===== src/rtl/ps2_frame_rx.sv =====
// ps2_frame_rx: PS/2 keyboard receive stage.
// Synchronises the raw kclk/kdata pins, detects kclk falling edges and
// assembles 11-bit frames (start, 8 data LSB-first, odd parity, stop).
// Good bytes leave on a one-cycle valid strobe; rejected frames (bad start,
// parity, stop or mid-frame timeout) leave on a one-cycle err strobe.
// Optional kclk glitch filter: define PS2_FILTER_EN.
//
// state  | meaning
// -------+------------------------------------------------------------
// IDLE   | waiting for a start bit (kdata=0 on a kclk fall)
// DATA   | shifting in 8 data bits, LSB first
// PARITY | waiting for the odd-parity bit
// STOP   | waiting for the stop bit; byte is checked and delivered here
module ps2_frame_rx #(
    parameter int TIMEOUT_CYC = 100000,
    parameter int FILTER_LEN  = 8
) (
    input  logic       clk,
    input  logic       rst,
    input  logic       kclk,
    input  logic       kdata,
    output logic [7:0] data,
    output logic       valid,
    output logic       err,
    output logic       busy
);

    localparam int TW = $clog2(TIMEOUT_CYC);
    localparam logic [TW-1:0] TO_TC = TW'(TIMEOUT_CYC - 1);

    // Parameter sanity checks at elaboration time.
    if (TIMEOUT_CYC < 16) begin : g_to_chk
        $error("ps2_frame_rx: TIMEOUT_CYC must be at least 16");
    end
    if (FILTER_LEN < 1) begin : g_fl_chk
        $error("ps2_frame_rx: FILTER_LEN must be at least 1");
    end

    typedef enum logic [1:0] {
        S_IDLE,
        S_DATA,
        S_PARITY,
        S_STOP
    } state_t;

    logic kclk_s1_q, kclk_s2_q;
    logic kdata_s1_q, kdata_s2_q;
    logic kclk_cur;
    logic kclk_prev_q;
    logic fall;

    state_t        state_q, state_d;
    logic [2:0]    bit_cnt_q, bit_cnt_d;
    logic [7:0]    shift_q, shift_d;
    logic          par_q, par_d;
    logic [7:0]    data_q, data_d;
    logic          valid_q, valid_d;
    logic          err_q, err_d;
    logic [TW-1:0] to_cnt_q, to_cnt_d;

    // Two-flop synchronisers for the asynchronous pins; idle bus is high.
    always_ff @(posedge clk or posedge rst) begin
        if (rst) begin
            kclk_s1_q  <= 1'b1;
            kclk_s2_q  <= 1'b1;
            kdata_s1_q <= 1'b1;
            kdata_s2_q <= 1'b1;
        end else begin
            kclk_s1_q  <= kclk;
            kclk_s2_q  <= kclk_s1_q;
            kdata_s1_q <= kdata;
            kdata_s2_q <= kdata_s1_q;
        end
    end

`ifdef PS2_FILTER_EN
    localparam int FW = $clog2(FILTER_LEN + 1);
    localparam logic [FW-1:0] FL_TC = FW'(FILTER_LEN - 1);

    logic          kclk_filt_q, kclk_filt_d;
    logic [FW-1:0] filt_cnt_q, filt_cnt_d;

    // Filter output follows s2 only after FILTER_LEN consecutive opposite samples.
    always_comb begin
        kclk_filt_d = kclk_filt_q;
        filt_cnt_d  = filt_cnt_q;
        if (kclk_s2_q == kclk_filt_q) begin
            filt_cnt_d = '0;
        end else if (filt_cnt_q == FL_TC) begin
            kclk_filt_d = kclk_s2_q;
            filt_cnt_d  = '0;
        end else begin
            filt_cnt_d = filt_cnt_q + FW'(1);
        end
    end

    // Glitch filter registers.
    always_ff @(posedge clk or posedge rst) begin
        if (rst) begin
            kclk_filt_q <= 1'b1;
            filt_cnt_q  <= '0;
        end else begin
            kclk_filt_q <= kclk_filt_d;
            filt_cnt_q  <= filt_cnt_d;
        end
    end

    assign kclk_cur = kclk_filt_q;
`else
    assign kclk_cur = kclk_s2_q;
`endif

    // Delayed copy of the (filtered) kclk for falling-edge detection.
    always_ff @(posedge clk or posedge rst) begin
        if (rst) begin
            kclk_prev_q <= 1'b1;
        end else begin
            kclk_prev_q <= kclk_cur;
        end
    end

    assign fall = kclk_prev_q & ~kclk_cur;

    // Next-state, frame assembly, checking and timeout.
    always_comb begin
        state_d   = state_q;
        bit_cnt_d = bit_cnt_q;
        shift_d   = shift_q;
        par_d     = par_q;
        data_d    = data_q;
        valid_d   = 1'b0;
        err_d     = 1'b0;

        if (state_q == S_IDLE || fall) begin
            to_cnt_d = '0;
        end else begin
            to_cnt_d = to_cnt_q + TW'(1);
        end

        case (state_q)
            S_IDLE: begin
                if (fall) begin
                    if (!kdata_s2_q) begin
                        state_d   = S_DATA;
                        bit_cnt_d = 3'd0;
                    end else begin
                        err_d = 1'b1;
                    end
                end
            end
            S_DATA: begin
                if (fall) begin
                    shift_d[bit_cnt_q] = kdata_s2_q;
                    bit_cnt_d          = bit_cnt_q + 3'd1;
                    if (bit_cnt_q == 3'd7) begin
                        state_d = S_PARITY;
                    end
                end
            end
            S_PARITY: begin
                if (fall) begin
                    par_d   = kdata_s2_q;
                    state_d = S_STOP;
                end
            end
            S_STOP: begin
                if (fall) begin
                    if ((^{shift_q, par_q}) && kdata_s2_q) begin
                        data_d  = shift_q;
                        valid_d = 1'b1;
                    end else begin
                        err_d = 1'b1;
                    end
                    state_d = S_IDLE;
                end
            end
            default: begin
                state_d = S_IDLE;
            end
        endcase

        // A fall in the same cycle as terminal count wins, so only abort without one.
        if (state_q != S_IDLE && !fall && to_cnt_q == TO_TC) begin
            state_d  = S_IDLE;
            err_d    = 1'b1;
            to_cnt_d = '0;
        end
    end

    // FSM and datapath registers.
    always_ff @(posedge clk or posedge rst) begin
        if (rst) begin
            state_q   <= S_IDLE;
            bit_cnt_q <= 3'd0;
            shift_q   <= 8'h00;
            par_q     <= 1'b0;
            data_q    <= 8'h00;
            valid_q   <= 1'b0;
            err_q     <= 1'b0;
            to_cnt_q  <= '0;
        end else begin
            state_q   <= state_d;
            bit_cnt_q <= bit_cnt_d;
            shift_q   <= shift_d;
            par_q     <= par_d;
            data_q    <= data_d;
            valid_q   <= valid_d;
            err_q     <= err_d;
            to_cnt_q  <= to_cnt_d;
        end
    end

    assign data  = data_q;
    assign valid = valid_q;
    assign err   = err_q;
    assign busy  = (state_q != S_IDLE);

endmodule


===== config.mk =====
export PLATFORM = sky130hd
export DESIGN_NAME = ps2_frame_rx
export DESIGN_NICKNAME = d
export VERILOG_FILES = /design/src/rtl/ps2_frame_rx.sv
export SDC_FILE = /design/constraint.sdc
export NUM_CORES = 1
export LEC_CHECK = 0
export CORE_MARGIN = 8
export CORE_UTILIZATION = 49
export CTS_CLUSTER_SIZE = 25
export DETAILED_ROUTE_END_ITERATION = 6
export DONT_BUFFER_PORTS = 1
export GPL_TIMING_DRIVEN = 1
export HOLD_SLACK_MARGIN = 0.03
export PLACE_DENSITY = 0.7
export SLEW_MARGIN = 5
export SYNTH_ARGS = -nofsm -noshare
export SYNTH_HDL_FRONTEND = slang
export SYNTH_SLANG_ARGS = --single-unit
export TNS_END_PERCENT = 10

===== constraint.sdc =====
create_clock -name clk -period 2.6 [get_ports clk]
set_input_delay 0.39 -clock clk [delete_from_list [all_inputs] [get_ports clk]]
set_output_delay 0.39 -clock clk [all_outputs]
set_load 0.02 [all_outputs]

Wiring by layer:
Two of the layers only.
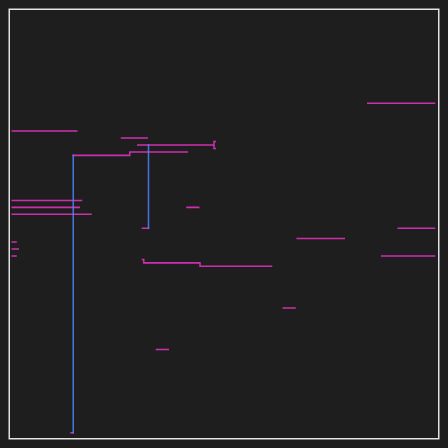
| color | layer | wire length |
|---|---|---|
| blue | M4 | 70.7 µm |
| magenta | M3 | 177 µm |
Overall Global Routing Usage: 0.117
wire length reported by the detailed router: 3990 µm
Wirelength per Cell: 15.5 µm
vias post-DR: 1444

M2 wires:
Cells faint in the background.
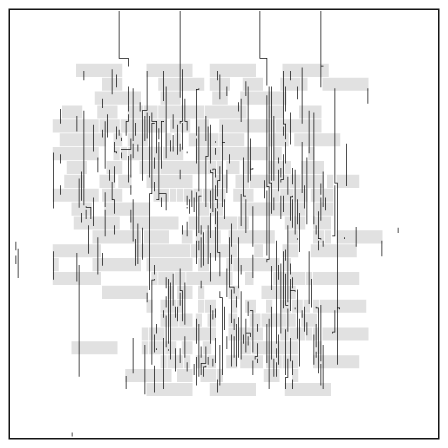
nets with wire on the layer: 174
longest straight run: 35.5 µm
share of all routed wire: 44%
GR Util met2: 0.164

Cell sizes after repair:
Bar = 20 µm.
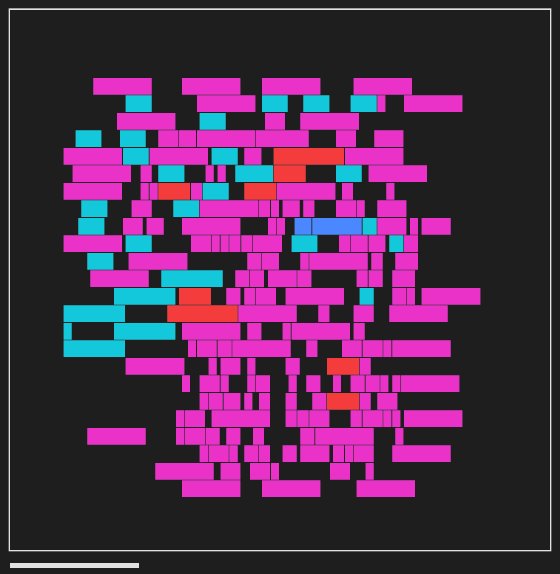
| color | size | cells | share |
|---|---|---|---|
| red | x6 and larger | 8 | 3.9% |
| magenta | x1 and smaller | 168 | 82% |
| cyan | x2 | 28 | 14% |
| blue | x3 and x4 | 2 | 0.97% |
least setup slack across all paths after layout: 0.496 ns
cell area after layout: 2440 µm²
signed area change from the synthesized netlist to the final layout: 7.91%
count of buffers not belonging to the clock network in the layout: 1

==> reports/results.txt <==
result of the run = finished clean
most frequent cells in the layout = 41 x sky130_fd_sc_hd__dfrtp_1, 23 x sky130_fd_sc_hd__nor2_1, 18 x sky130_fd_sc_hd__mux2_2
max-capacitance violation count = 0
most used logic cell in the final layout = sky130_fd_sc_hd__dfrtp_1
nature of the critical path endpoint = flop
logic depth of the worst setup path including buffers = 4
clk slew on worst S/H paths = 0.09 ns
minimum clock period = 2.10 ns
area share of fa/ha/maj cells after synthesis = 0.0387
aoi/oai-family share of the synthesized area = 0.0426
Yosys Chip Area = 2260 µm²
Synth Seq Share = 0.512
clock tree cell share of total cell area = 0.0585
die x size = 83.9 µm
Critical Path Source = kclk_prev_q
combinational cell fraction of total power = 0.315
YS warnings = 0
mux share = 0.0985
fp util = 0.512
met2 layer wire length in the routed design = 1750 µm
switching power = 0.827 mW
total setup violations reported at the end of the flow = 0
Mean Syn Cell Area = 11.0 µm²
fraction of area in non-clock buffers = 0.00308
ratio of total power to cell area = 1010 nW/µm²
Switching Fraction = 0.335
core region area = 4410 µm²
most instantiated library cell after synthesis = sky130_fd_sc_hd__dfrtp_1
Diodes inserted = 0
wire length of the first global-routing pass = 6780 µm
setup slack of the most critical reg-to-reg path = 0.50 ns
GR Overflow Total = 0
Final Max Tran Viols = 0
Met3 Wirelength = 176 µm
Post-DP HPWL = 2590 µm
number of distinct library cells after synthesis = 39
count of hold-fix buffers inserted at cts = 0
Flop pwr share = 0.420
drt drc = 0
First-pass DRT Iterations = 4
Most used DFF post-synth = sky130_fd_sc_hd__dfrtp_1
worst hold path startpoint = kclk
die area = 7040 µm²
cell taking the most area after synthesis = sky130_fd_sc_hd__dfrtp_1
Worst Path Buf+Inv = 0
cells after synthesis = 206
Via-to-Cell Ratio = 5.60
logic area = 1050 µm²
clock tree from TritonCTS = done
xor and xnor fraction of the mapped netlist area = 0.0946
non-clock inverter instance count of the final layout = 5
routability congestion estimate from global placement = 0.786
Hold Crit Class = in2reg
largest incremental delay on the critical path = 0.53 ns
post-route antenna net violation count = 0
well-tap cell count = 52
post-synthesis register bit count = 46
number of flip-flops in the largest register = 17
post-placement cell area = 2300 µm²
synthesized net count = 217
heaviest power group = sequential cells
count of placed standard cells including taps = 250
f_max = 475 MHz
The clock network:
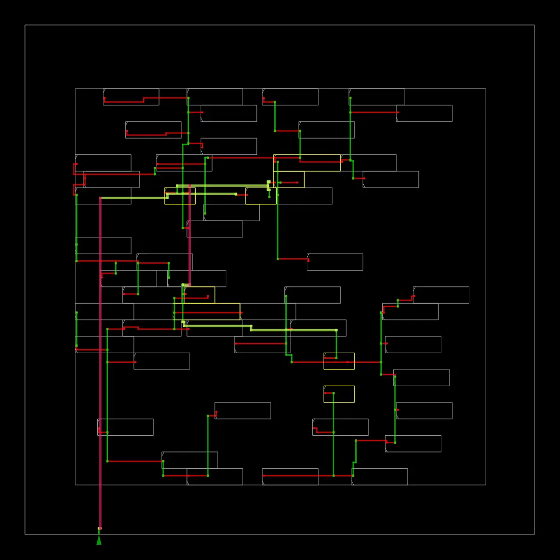
worst-case clock skew: 0.00712 ns
tally of clock buffers in the finished layout: 6
number of buffers added by the clock tree synthesis step: 5
Clock Sink Count: 46

The metal 1 layer:
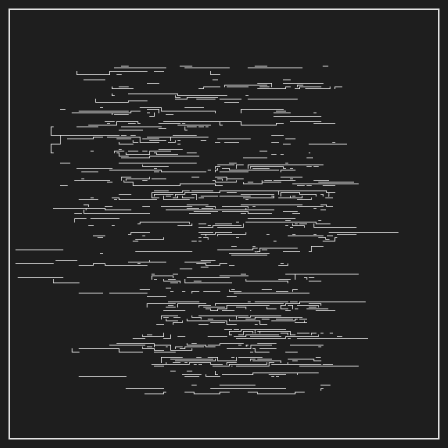
wire length on this layer: 1990 µm
main direction: horizontal
share of all routed wire: 50%
met1 capacity usage during global routing: 0.158

Power and IR drop assume default switching activity.
